`config.mk`:
```
export PLATFORM = sky130hd
export DESIGN_NAME = cpc_write_fifo
export DESIGN_NICKNAME = d
export VERILOG_FILES = /design/src/rtl/cpc_write_fifo.sv
export SDC_FILE = /design/constraint.sdc
export NUM_CORES = 1
export LEC_CHECK = 0
export CORE_UTILIZATION = 45
export CTS_BUF_LIST = sky130_fd_sc_hd__clkbuf_4 sky130_fd_sc_hd__clkbuf_8
export CTS_CLUSTER_DIAMETER = 60
export DETAILED_ROUTE_END_ITERATION = 8
export GPL_ROUTABILITY_DRIVEN = 0
export GPL_TIMING_DRIVEN = 0
export PLACE_DENSITY = 0.64
export SLEW_MARGIN = 20
export SYNTH_ARGS = -nofsm -noshare
export SYNTH_HDL_FRONTEND = slang
export SYNTH_SLANG_ARGS = --single-unit
```
`constraint.sdc`:
```
create_clock -name iCLK -period 2.7 [get_ports iCLK]
set_input_delay 0.54 -clock iCLK [delete_from_list [all_inputs] [get_ports iCLK]]
set_output_delay 0.54 -clock iCLK [all_outputs]
set_load 0.05 [all_outputs]
```
`src/rtl/cpc_write_fifo.sv`:
```
// CPC write-strobe capture FIFO with a 4-phase READY/ACK handshake towards the ATMega.
// Optional sticky overrun flag: define OVERRUN_FLAG_EN.
module cpc_write_fifo #(
  parameter int unsigned DEPTH_LOG2  = 3,
  parameter int unsigned SYNC_STAGES = 2
) (
  input  logic                  iCLK,
  input  logic                  i_RESET,
  input  logic                  iWRITE_STB,
  input  logic [7:0]            iCPC_BYTE,
  input  logic                  iATMEGA_ACK,
  output logic [7:0]            oATMEGA_DATA,
  output logic                  oDATA_READY,
  output logic                  oFIFO_FULL,
`ifdef OVERRUN_FLAG_EN
  output logic                  oOVERRUN,
`endif
  output logic [DEPTH_LOG2:0]   oLEVEL
);

  localparam int unsigned DEPTH = 2 ** DEPTH_LOG2;
  localparam int unsigned LW    = DEPTH_LOG2 + 1;
  localparam int unsigned PW    = DEPTH_LOG2;

  typedef enum logic [1:0] {
    ST_EMPTY    = 2'd0,
    ST_LOAD     = 2'd1,
    ST_PRESENT  = 2'd2,
    ST_WAIT_REL = 2'd3
  } state_t;

  logic [SYNC_STAGES-1:0] r_stb_sync;
  logic [SYNC_STAGES-1:0] r_ack_sync;
  logic                   r_stb_edge;
  logic                   r_ack_edge;
  logic                   w_push;
  logic                   w_ack_rise;
  logic                   w_ack_lvl;

  logic [7:0]             r_mem [DEPTH];
  logic [PW-1:0]          r_wr_ptr;
  logic [PW-1:0]          r_rd_ptr;
  logic [LW-1:0]          r_level;
  logic [LW-1:0]          w_level_nxt;
  logic                   r_full;
  logic                   w_pop;
  logic                   w_wr;

  state_t                 r_state;
  state_t                 w_state_nxt;
  logic                   w_ready_nxt;
  logic                   w_load;
  logic                   r_ready;
  logic [7:0]             r_data;

  // Synchronisers preset high so a level held across reset release is not an edge
  always_ff @(posedge iCLK or negedge i_RESET) begin
    if (!i_RESET) begin
      r_stb_sync <= '1;
      r_ack_sync <= '1;
      r_stb_edge <= 1'b1;
      r_ack_edge <= 1'b1;
    end else begin
      r_stb_sync <= {r_stb_sync[SYNC_STAGES-2:0], iWRITE_STB};
      r_ack_sync <= {r_ack_sync[SYNC_STAGES-2:0], iATMEGA_ACK};
      r_stb_edge <= r_stb_sync[SYNC_STAGES-1];
      r_ack_edge <= r_ack_sync[SYNC_STAGES-1];
    end
  end

  assign w_push     = r_stb_sync[SYNC_STAGES-1] & ~r_stb_edge;
  assign w_ack_rise = r_ack_sync[SYNC_STAGES-1] & ~r_ack_edge;
  assign w_ack_lvl  = r_ack_sync[SYNC_STAGES-1];

  // A push into a full FIFO is only accepted when a pop frees the slot in the same cycle
  assign w_pop = w_ack_rise & (r_state == ST_PRESENT);
  assign w_wr  = w_push & (~r_full | w_pop);

  always_comb begin
    w_level_nxt = r_level;
    case ({w_wr, w_pop})
      2'b10:   w_level_nxt = r_level + LW'(1);
      2'b01:   w_level_nxt = r_level - LW'(1);
      default: w_level_nxt = r_level;
    endcase
  end

  always_ff @(posedge iCLK or negedge i_RESET) begin
    if (!i_RESET) begin
      r_wr_ptr <= '0;
      r_rd_ptr <= '0;
      r_level  <= '0;
      r_full   <= 1'b0;
    end else begin
      if (w_wr)  r_wr_ptr <= r_wr_ptr + PW'(1);
      if (w_pop) r_rd_ptr <= r_rd_ptr + PW'(1);
      r_level <= w_level_nxt;
      r_full  <= (w_level_nxt == LW'(DEPTH));
    end
  end

  always_ff @(posedge iCLK) begin
    if (w_wr) r_mem[r_wr_ptr] <= iCPC_BYTE;
  end

  // FSM state register
  always_ff @(posedge iCLK or negedge i_RESET) begin
    if (!i_RESET) r_state <= ST_EMPTY;
    else          r_state <= w_state_nxt;
  end

  // FSM next state
  always_comb begin
    w_state_nxt = r_state;
    case (r_state)
      ST_EMPTY:    if (r_level != '0) w_state_nxt = ST_LOAD;
      ST_LOAD:     w_state_nxt = ST_PRESENT;
      ST_PRESENT:  if (w_ack_rise) w_state_nxt = ST_WAIT_REL;
      ST_WAIT_REL: if (!w_ack_lvl)
                     w_state_nxt = (r_level != '0) ? ST_LOAD : ST_EMPTY;
      default:     w_state_nxt = ST_EMPTY;
    endcase
  end

  // FSM outputs, registered below so READY rises together with entry to ST_PRESENT
  always_comb begin
    w_ready_nxt = 1'b0;
    w_load      = 1'b0;
    if (w_state_nxt == ST_PRESENT) w_ready_nxt = 1'b1;
    if (r_state == ST_LOAD)        w_load      = 1'b1;
  end

  always_ff @(posedge iCLK or negedge i_RESET) begin
    if (!i_RESET) begin
      r_ready <= 1'b0;
      r_data  <= 8'h00;
    end else begin
      r_ready <= w_ready_nxt;
      if (w_load) r_data <= r_mem[r_rd_ptr];
    end
  end

`ifdef OVERRUN_FLAG_EN
  logic r_overrun;

  // Sticky until the byte that empties the FIFO is acknowledged
  always_ff @(posedge iCLK or negedge i_RESET) begin
    if (!i_RESET)                                r_overrun <= 1'b0;
    else if (w_push & r_full & ~w_pop)           r_overrun <= 1'b1;
    else if (w_pop && (r_level == LW'(1)))       r_overrun <= 1'b0;
  end

  assign oOVERRUN = r_overrun;
`endif

  assign oATMEGA_DATA = r_data;
  assign oDATA_READY  = r_ready;
  assign oFIFO_FULL   = r_full;
  assign oLEVEL       = r_level;

endmodule

```
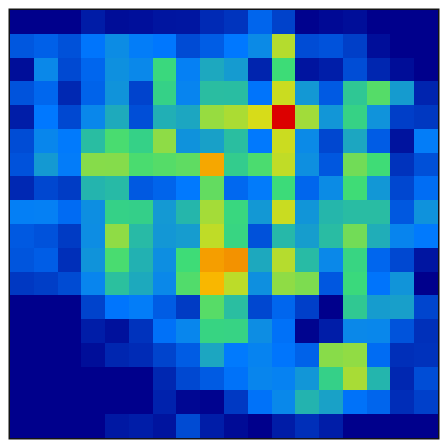
Figure 1: wire density map.
The die is cut into 18 by 18 equal tiles; dark blue is low, red is high, scaled to the fullest tile. Values are wire area over tile area, all layers added.
14% of the tiles are nearly empty. The densest ninth of the die: centre. The fullest tile reaches 0.45. The mean over all tiles is 0.12. 13% of the tiles are over half the peak.

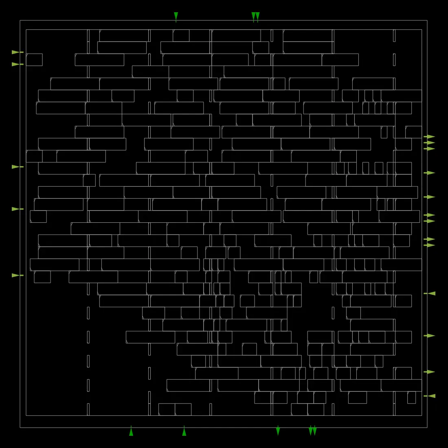
Figure 2: placed standard cells.
final cell count without fillers: 350
Core Box Area: 0.00777 sq mm
Layout fillers: 616
n_taps: 102

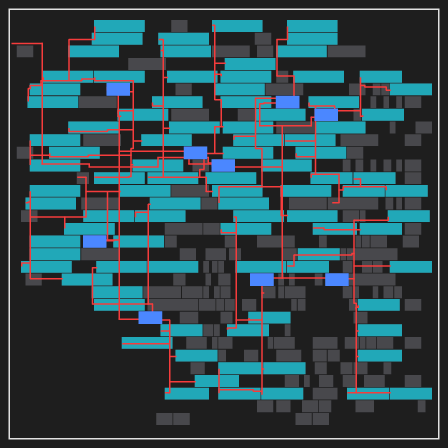
Figure 3: clock network drawn from the DEF.
Key: blue = clock-net drivers [count 9]; red = clock wires [length 976 um]; cyan = flip-flops [count 92]
There are 10 routed clock nets. Position of the flops: all over the die.
clk latency late pin: 360 ps
Clk. pwr: 0.00107 W
part of the power in the clock network: 23.2%
skew final: 9.74 ps

==> results.toml <==
# generated from flow reports
[run_status]
status = "finished, final reports clean"

[grt]
grt.met1_usage_pct = 21.5
first_global_vias = 1901
grt_busiest_layer = "met2"
overflow = 0

[layout]
diodes = 0
logic_area_sq_mm = 0.00101
buf_share_pct = 7.30
largestClassByArea = "flip-flops and latches"
clock_area_share_pct = 5.50
n_clock_buffer = 9
regMostFlops = "r_mem"
num-multi-input-gates = 103
comb_area_share_pct = 23.3
buffers_excl_clock = 37
largest_reg_flops = 64

[routing]
drt_iter0_markers = 99
first_pass_iters = 4
wl_met3_um = 229
wl_per_cell_um = 17.8
drc = 0
routed_via_density = 5.20
routed_wl_um = 6250

[critical_path]
max_stage_delay_ps = 620
critical_path_class = "register to register"
crit_cells = 10
required_ps = 2960
timing.rr.start = "r_ack_sync[1]"
start_kind = "register"
setup.worst_path.end = "oFIFO_FULL"
crit_family = "flip-flops"

[pwr]
pwr_density_cell_mw_per_mm2 = 1070
p_sw_w = 0.00157
combPwrFrac_pct = 34.8
p_int_w = 0.00305
maxPowerGroup = "registers"
peakVddDrop_uv = 380
swShare_pct = 34.0
leakagePower_nw = 1.51
p_comb_w = 0.00161

[placed_design]
placed_area_sq_mm = 0.00406
dp.cells = 334
preCtsSetupSlack_ps = -119

[floorplan]
ios = 26
dieArea_sq_mm = 0.00843
die_h_um = 91.8
fp_util_pct = 46.8

[synth]
ys_chip_area_sq_mm = 0.00363
synthTopCellsByArea = "edfxtp_1 53%, dfrtp_1 15%, mux4_2 9.9%"
syn_inst = 203
synth-xor-area-share_pct = 1.93
synth_area_per_cell_sq_um = 17.9
synthAdderAreaFrac_pct = 1.72
synth.logic.top_family = "multiplexers"
flop_cell = "edfxtp_1"
ys_warn_count = 0
ys_cells = 203
ys_top_cells_by_count = "64 x edfxtp_1, 22 x dfrtp_1, 17 x nand2_1, 16 x mux4_2"
top_area_cell = "edfxtp_1"
yosys.area_share.aoi_pct = 3.20

[final_timing]
finalClockPeriodUsage_pct = 93.6
hold_ws_ps = 185
layout_min_cycle_time_ps = 2530
slew_violations = 0
setup_viol = 0
worst_slack_ps = 173

[clock_tree]
numCtsBuffers = 9
cts_root_buffer = "clkbuf_8"
cts_sinks = 92
cts_tree = "built"
cts_buffer_depth = 2
cts-hold-fix-buffers = 0

[run]
warnings = 27
cap_violations = 0
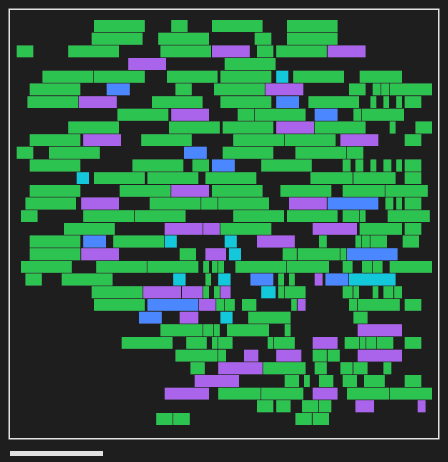
Figure 4: drive-strength map.
The bar under the picture is 20 um long.
Key: purple = x2 [cells 36]; blue = x6 and larger [cells 12]; cyan = x3 and x4 [cells 10]; green = x1 and smaller [cells 190]

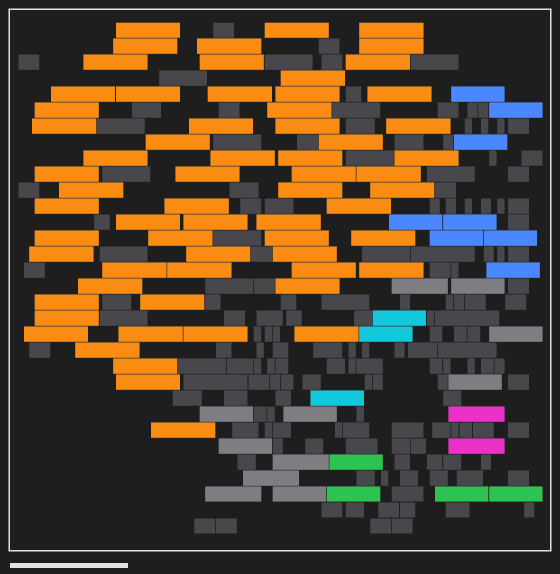
Figure 5: sequential cells grouped by signal name.
The bar under the picture is 20 um long.
Key: magenta = r_ack_sync [sequential cells 2]; orange = r_mem [sequential cells 64]; cyan = r_rd_ptr [sequential cells 3]; green = oLEVEL [sequential cells 4, where south-east]; blue = oATMEGA_DATA [sequential cells 8]
Another 11 sequential cells are not coloured.
flop share of the area: 60.9%
FF/Latch Area: 0.00263 sq mm
P_seq: 0.00194 W
Core Util, Final: 55.6%

Power is estimated from default activity; no workload was simulated.
